===== config.mk =====
export PLATFORM = sky130hd
export DESIGN_NAME = uart_serdes
export DESIGN_NICKNAME = d
export VERILOG_FILES = /design/src/rtl/uart_serdes.sv
export SDC_FILE = /design/constraint.sdc
export NUM_CORES = 1
export LEC_CHECK = 0
export CORE_MARGIN = 4
export CORE_UTILIZATION = 55
export CTS_BUF_LIST = sky130_fd_sc_hd__clkbuf_8 sky130_fd_sc_hd__clkbuf_16
export CTS_CLUSTER_DIAMETER = 50
export DETAILED_ROUTE_END_ITERATION = 7
export PLACE_DENSITY = 0.75
export RECOVER_POWER = 50
export SETUP_SLACK_MARGIN = 0.4
export SYNTH_ARGS = -nofsm -noshare
export SYNTH_HDL_FRONTEND = slang
export SYNTH_SLANG_ARGS = --single-unit

===== constraint.sdc =====
create_clock -name clk -period 3.2 [get_ports clk]
set_clock_uncertainty 0.2 [all_clocks]
set_input_delay 0.64 -clock clk [delete_from_list [all_inputs] [get_ports clk]]
set_output_delay 0.64 -clock clk [all_outputs]
set_load 0.05 [all_outputs]

===== src/rtl/uart_serdes.sv =====
// Full-duplex 8N1 UART: independent TX and RX sub-blocks sharing clk, rst_n and CLKS_PER_BIT.
// Bit timing uses down-counters that reload at CLKS_PER_BIT-1 and advance on terminal count 0.
//
// TX state | meaning
// ---------+------------------------------------------------
// TX_IDLE  | line high, waiting for flush
// TX_START | driving start bit (0)
// TX_DATA  | shifting out data bits, LSB first
// TX_STOP  | driving stop bit (1) for a full bit time
//
// RX state | meaning
// ---------+------------------------------------------------
// RX_IDLE  | waiting for synchronized line low
// RX_START | counting to mid start bit, re-checking for glitch
// RX_DATA  | sampling data bits mid-bit, LSB first
// RX_STOP  | sampling stop bit; publishes byte if it is 1
// RX_BREAK | framing error, waiting for line to return high
module uart_serdes #(
  parameter int CLKS_PER_BIT = 1250
) (
  input  logic       clk,
  input  logic       rst_n,
  input  logic       serial_rx,
  output logic [7:0] incoming,
  output logic       ready,
  input  logic [7:0] outgoing,
  input  logic       flush,
  output logic       serial_tx,
  output logic       busy
);

  localparam int CW = (CLKS_PER_BIT > 1) ? $clog2(CLKS_PER_BIT) : 1;
  localparam logic [CW-1:0] BIT_LAST  = CW'(CLKS_PER_BIT - 1);
  localparam logic [CW-1:0] HALF_LAST = CW'(CLKS_PER_BIT / 2 - 1);
  localparam logic [CW-1:0] CNT_ZERO  = '0;
  localparam logic [CW-1:0] CNT_ONE   = CW'(1);

  typedef enum logic [1:0] {
    TX_IDLE,
    TX_START,
    TX_DATA,
    TX_STOP
  } tx_state_t;

  typedef enum logic [2:0] {
    RX_IDLE,
    RX_START,
    RX_DATA,
    RX_STOP,
    RX_BREAK
  } rx_state_t;

  tx_state_t     tx_state, tx_state_d;
  logic [CW-1:0] tx_cnt, tx_cnt_d;
  logic [7:0]    tx_shift, tx_shift_d;
  logic [2:0]    tx_idx, tx_idx_d;
  logic          serial_tx_d, busy_d;

  always_ff @(posedge clk or negedge rst_n) begin
    if (!rst_n) begin
      tx_state  <= TX_IDLE;
      tx_cnt    <= '0;
      tx_shift  <= '0;
      tx_idx    <= '0;
      serial_tx <= 1'b1;
      busy      <= 1'b0;
    end else begin
      tx_state  <= tx_state_d;
      tx_cnt    <= tx_cnt_d;
      tx_shift  <= tx_shift_d;
      tx_idx    <= tx_idx_d;
      serial_tx <= serial_tx_d;
      busy      <= busy_d;
    end
  end

  always_comb begin
    tx_state_d  = tx_state;
    tx_cnt_d    = tx_cnt;
    tx_shift_d  = tx_shift;
    tx_idx_d    = tx_idx;
    serial_tx_d = serial_tx;
    busy_d      = busy;
    case (tx_state)
      TX_IDLE: begin
        serial_tx_d = 1'b1;
        busy_d      = 1'b0;
        if (flush) begin
          tx_shift_d  = outgoing;
          tx_cnt_d    = BIT_LAST;
          tx_idx_d    = 3'd0;
          serial_tx_d = 1'b0;
          busy_d      = 1'b1;
          tx_state_d  = TX_START;
        end
      end
      TX_START: begin
        if (tx_cnt == CNT_ZERO) begin
          tx_cnt_d    = BIT_LAST;
          tx_idx_d    = 3'd0;
          serial_tx_d = tx_shift[0];
          tx_state_d  = TX_DATA;
        end else begin
          tx_cnt_d = tx_cnt - CNT_ONE;
        end
      end
      TX_DATA: begin
        if (tx_cnt == CNT_ZERO) begin
          tx_cnt_d = BIT_LAST;
          if (tx_idx == 3'd7) begin
            serial_tx_d = 1'b1;
            tx_state_d  = TX_STOP;
          end else begin
            // bit 0 of the shift register is always the bit currently on the line
            tx_shift_d  = {1'b0, tx_shift[7:1]};
            serial_tx_d = tx_shift[1];
            tx_idx_d    = tx_idx + 3'd1;
          end
        end else begin
          tx_cnt_d = tx_cnt - CNT_ONE;
        end
      end
      TX_STOP: begin
        if (tx_cnt == CNT_ZERO) begin
          serial_tx_d = 1'b1;
          busy_d      = 1'b0;
          tx_state_d  = TX_IDLE;
        end else begin
          tx_cnt_d = tx_cnt - CNT_ONE;
        end
      end
      default: begin
        serial_tx_d = 1'b1;
        busy_d      = 1'b0;
        tx_state_d  = TX_IDLE;
      end
    endcase
  end

  logic          rx_meta, rx_sync;
  rx_state_t     rx_state, rx_state_d;
  logic [CW-1:0] rx_cnt, rx_cnt_d;
  logic [7:0]    rx_shift, rx_shift_d;
  logic [2:0]    rx_idx, rx_idx_d;
  logic [7:0]    incoming_d;
  logic          ready_d;

  always_ff @(posedge clk or negedge rst_n) begin
    if (!rst_n) begin
      rx_meta <= 1'b1;
      rx_sync <= 1'b1;
    end else begin
      rx_meta <= serial_rx;
      rx_sync <= rx_meta;
    end
  end

  always_ff @(posedge clk or negedge rst_n) begin
    if (!rst_n) begin
      rx_state <= RX_IDLE;
      rx_cnt   <= '0;
      rx_shift <= '0;
      rx_idx   <= '0;
      incoming <= 8'h00;
      ready    <= 1'b0;
    end else begin
      rx_state <= rx_state_d;
      rx_cnt   <= rx_cnt_d;
      rx_shift <= rx_shift_d;
      rx_idx   <= rx_idx_d;
      incoming <= incoming_d;
      ready    <= ready_d;
    end
  end

  always_comb begin
    rx_state_d = rx_state;
    rx_cnt_d   = rx_cnt;
    rx_shift_d = rx_shift;
    rx_idx_d   = rx_idx;
    incoming_d = incoming;
    ready_d    = 1'b0;
    case (rx_state)
      RX_IDLE: begin
        if (!rx_sync) begin
          rx_cnt_d   = HALF_LAST;
          rx_state_d = RX_START;
        end
      end
      RX_START: begin
        if (rx_cnt == CNT_ZERO) begin
          if (rx_sync) begin
            rx_state_d = RX_IDLE;
          end else begin
            rx_cnt_d   = BIT_LAST;
            rx_idx_d   = 3'd0;
            rx_state_d = RX_DATA;
          end
        end else begin
          rx_cnt_d = rx_cnt - CNT_ONE;
        end
      end
      RX_DATA: begin
        if (rx_cnt == CNT_ZERO) begin
          rx_shift_d = {rx_sync, rx_shift[7:1]};
          rx_cnt_d   = BIT_LAST;
          if (rx_idx == 3'd7) begin
            rx_state_d = RX_STOP;
          end else begin
            rx_idx_d = rx_idx + 3'd1;
          end
        end else begin
          rx_cnt_d = rx_cnt - CNT_ONE;
        end
      end
      RX_STOP: begin
        if (rx_cnt == CNT_ZERO) begin
          if (rx_sync) begin
            incoming_d = rx_shift;
            ready_d    = 1'b1;
            rx_state_d = RX_IDLE;
          end else begin
            rx_state_d = RX_BREAK;
          end
        end else begin
          rx_cnt_d = rx_cnt - CNT_ONE;
        end
      end
      RX_BREAK: begin
        if (rx_sync) begin
          rx_state_d = RX_IDLE;
        end
      end
      default: begin
        rx_state_d = RX_IDLE;
      end
    endcase
  end

endmodule


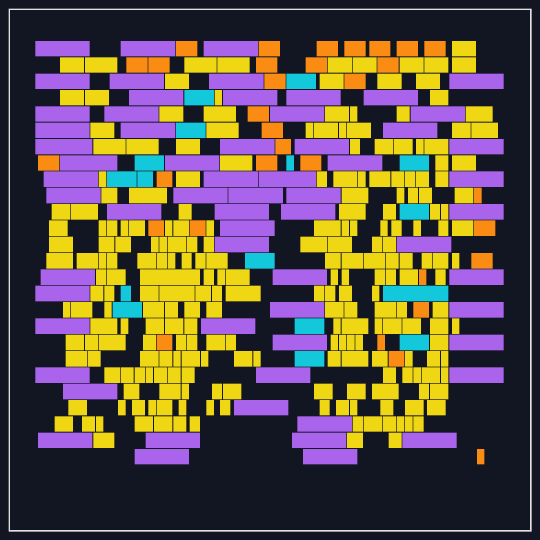
(images/placement_by_type.png)
Drawn at 6 px/um.
| color | class | cells | share of their area |
|---|---|---|---|
| purple | flops | 62 | 40% |
| orange | other buffers and delay cells | 32 | 7.2% |
| cyan | clock drivers and dummy loads | 16 | 5.5% |
| yellow | combinational and other logic | 240 | 47% |
total core area: 0.00596 mm2
FP Rows: 28
fraction of area in registers: 39.4%
fin util: 66.3%

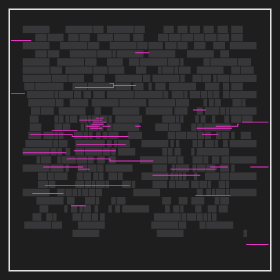
(images/layer_met3.png)
Drawn at 3 px/um. Cells faint in the background.
longest straight run: 28.1 um
share of all routed wire: 5.0%
wire length on this layer: 339 um

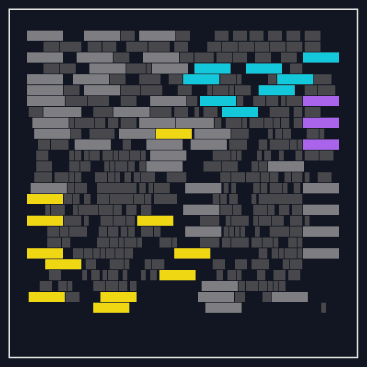
(images/flops_by_reg.png)
Drawn at 4 px/um. Other sequential cells in the stronger gray, the rest of the logic in the fainter gray.
| color | signal | placed flops |
|---|---|---|
| purple | tx_idx | 3 |
| yellow | rx_cnt | 11 |
| cyan | tx_shift | 8 |

==> impl_metrics.tcl <==
# yosys + openroad results
set metrics [dict create \
    pwr_density_cell_mw_per_mm2 718 \
    status "finished, violations left" \
    ys_sh_mux_pct 12.1 \
    yosysSeqAreaShare_pct 45.7 \
    synth_top_area_share_pct 43.4 \
    ir_worst_vdd_mv 0.456 \
    clockBufferDepth 2 \
    intPower_mw 1.83 \
    start_kind "flip-flop" \
    syn_avg_cell_area_um2 10.8 \
    async_flop_share_pct 100 \
    mappedNetlistArea_mm2 0.00341 \
    synth_flops 62 \
    warnings 31 \
    cts_tree "built" \
    dp_hpwl_mm 4.77 \
    syn-num-nets 339 \
    drtIter0Drc 113 \
    rsz0062_at_grt "no" \
    worst_pin_slew_ns 1.85 \
    synthesis.instances 315 \
    clock_power_share_pct 25.0 \
    grt_pass1_vias 2493 \
    clock-root-buffer "clkbuf_8" \
    cts.sinks 62 \
    slew_violations 36 \
    synth-simple-area-share_pct 15.9 \
    post-route-drc-count 0 \
    vias 2588 \
    yosys_area_mm2 0.00341 \
    power_switching_mw 1.00 \
    clkLatencyLatePin_ns 0.33 \
    die_w_um 86.7 \
    route.detailed.wl_per_inst_um 16.1 \
    hold_path_depth 0 \
    cp_max_fo 7 \
    crit_path_start "rx_cnt[0]" \
    r2r_setup_slack_ns 0.49 \
    violations "capacitance limit, slew limit" \
    p_leak_nw 1.81 \
    htree_levels 3 \
    timing.slew.headroom_pct -23.1 \
    numCtsBuffers 9 \
    pwr-share-seq_pct 37.9 \
    swShare_pct 35.3 \
    compound_area_share_pct 18.1 \
    critPathBufInv 2 \
    ioPinCount 23 \
    antenna_left 0 \
    yosysWarningCount 0 \
    path_class "reg2reg" \
    fill_cells 443 \
    grt-ovfl-total 0 \
    cts_hold_buf 0 \
    grt_max_degree 36 \
    setup_viol 0 \
    reg2reg_from "rx_cnt[0]" \
    yosys.area_share.adder_pct 4.41 \
    drv_cap 1 \
    ys_sh_xor_pct 0.514 \
    fp.dieArea_mm2 0.00752 \
    drive_gt1_share_pct 19.7 \
    max_freq_mhz 369 \
    die_y_um 86.7 \
    period_used_pct 84.7 \
    cpMaxStageDelayCell "or4b_1" \
    ff_type "dfrtp_1" \
    grt_pass1_wl_mm 11.6 \
    critical_path.cell_chain "inv_1, ha_1, or4b_1, nor3_4, buf_4, nor3_1, a221o_1" \
    hold_viol 0 \
    edf_count 0 \
    holdCritStartpoint "rx_meta" \
    final_area_mm2 0.00395 \
    fin_nets 369 \
    top_logic_kind "AND-OR/OR-AND gates" \
    hp-class "reg2reg" \
    io_buffers 22 \
    setup-tns-final_ns 0 \
    grt_antenna_before_repair 0 \
    endpoint_kind "flip-flop" \
    avgViaCountPerCell 6.09 \
    max_stage_delay_ns 0.62 \
    cp.arrival_ns 2.72 \
    drtPass1Iterations 5 \
    holdPathEnd "rx_sync" \
    p_comb_share_pct 37.2 \
    synth_cell_types 65 \
    crit_required_ns 3.21 \
    grt.total_usage_pct 19.5 \
    wl_mm 6.84 \
    post_dp_cell_area_mm2 0.00371 \
    fp_util_pct 57.2 \
]
[cells in the final DEF, fill, tap and decap left out, types with 3 or more instances in the layout]
cell type,instances
a221oi_1,3
clkbuf_8,12
a22o_1,6
dfrtp_1,59
clkbuf_1,4
nand3_1,7
inv_1,17
a211o_1,3
o21ai_0,13
mux2_2,25
ha_1,12
a31oi_1,4
a21oi_1,10
nand2b_1,5
nor3b_1,4
nand3b_1,3
clkdlybuf4s50_1,20
nor2_1,24
nor4_1,8
dfstp_2,3
buf_4,7
nor3_1,8
nand2_1,13
mux2_4,8
and3_1,7
a41oi_1,3
[timing repair]
action	4_1_cts	5_1_grt
setup buffers	0	3
resized	0	1
setup endpoints to repair	0	4
[layer usage]
metal | GRT usage (%) | vias up | wire length, um | share of wire [%]
li1 | - | 1254 | - | -
met1 | 26.0 | 1263 | 3090 | 45
met2 | 30.3 | 64 | 3340 | 49
met3 | 5.80 | 7 | 338 | 4.9
met4 | 6.94 | 0 | 77 | 1.1
met5 | 0 | - | 0 | 0
[power by group through the flow]
stage               sequential, mW  clock (mW)  combinational [mW]
floorplan                     1.08           0               0.776
finish                        1.07       0.709                1.05
global placement              1.08           0                1.02
global route                  1.10       0.766                1.18
CTS                           1.07       0.731                1.06
detailed placement            1.08           0                1.05
[worst reg2reg max path: stages, from the launching register on]
cell	delay [ns]
dfrtp_1	0.45
inv_1	0.15
ha_1	0.19
or4b_1	0.62
nor3_4	0.37
buf_4	0.18
nor3_1	0.10
a221o_1	0.33
[registers in the layout (all words and copies together), names as in the netlist]
signal,flops
ready,1
serial_tx,1
rx_sync,1
rx_idx,3
tx_shift,8
busy,1
tx_cnt,11
rx_cnt,11
tx_state,2
rx_shift,8
incoming,8
rx_state,3
tx_idx,3
rx_meta,1
[through the flow]
stage	utilization, %	total power [mW]	hold slack, ns	worst slack (ns)	std cells
after floorplan	-	1.86	0.144	0.781	315
after global placement	62.4	2.10	0.146	0.623	406
after detailed placement	62.4	2.14	0.149	0.550	406
after CTS	65.9	2.87	0.158	0.529	422
after global routing	66.3	3.04	0.164	0.427	425
final	66.3	2.84	0.157	0.491	425
[layout make-up]
type	count	area [um2]	share of cell area (%)
Multi-Input combinational cell	224	1750	44.3
Sequential cell	62	1560	39.4
Timing Repair Buffer	32	278	7.03
Clock buffer	12	165	4.18
Tap cell	75	93.8	2.38
Inverter	16	60.1	1.52
Clock inverter	4	46.3	1.17
[how the worst max path moves through the flow]
stage,endpoint,slack [ns],cells after the start
CTS,incoming[2],0.53,6
detailed placement,incoming[2],0.55,6
floorplan,incoming[0],0.78,7
finish,rx_cnt[3],0.49,7
global placement,incoming[5],0.62,6
global route,rx_cnt[8],0.43,7
[synth_stat cells, types with 4 or more instances]
master	number
a21oi_1	10
a22o_1	6
a31oi_1	4
and3_1	7
clkbuf_1	9
dfrtp_1	59
ha_1	12
inv_1	16
mux2_2	25
mux2_4	8
nand2_1	13
nand2b_1	5
nand3_1	7
nor2_1	24
nor3_1	8
nor3b_1	4
nor4_1	8
o21ai_0	13
Power figures rest on the tool's default switching activity, not on a simulated workload.
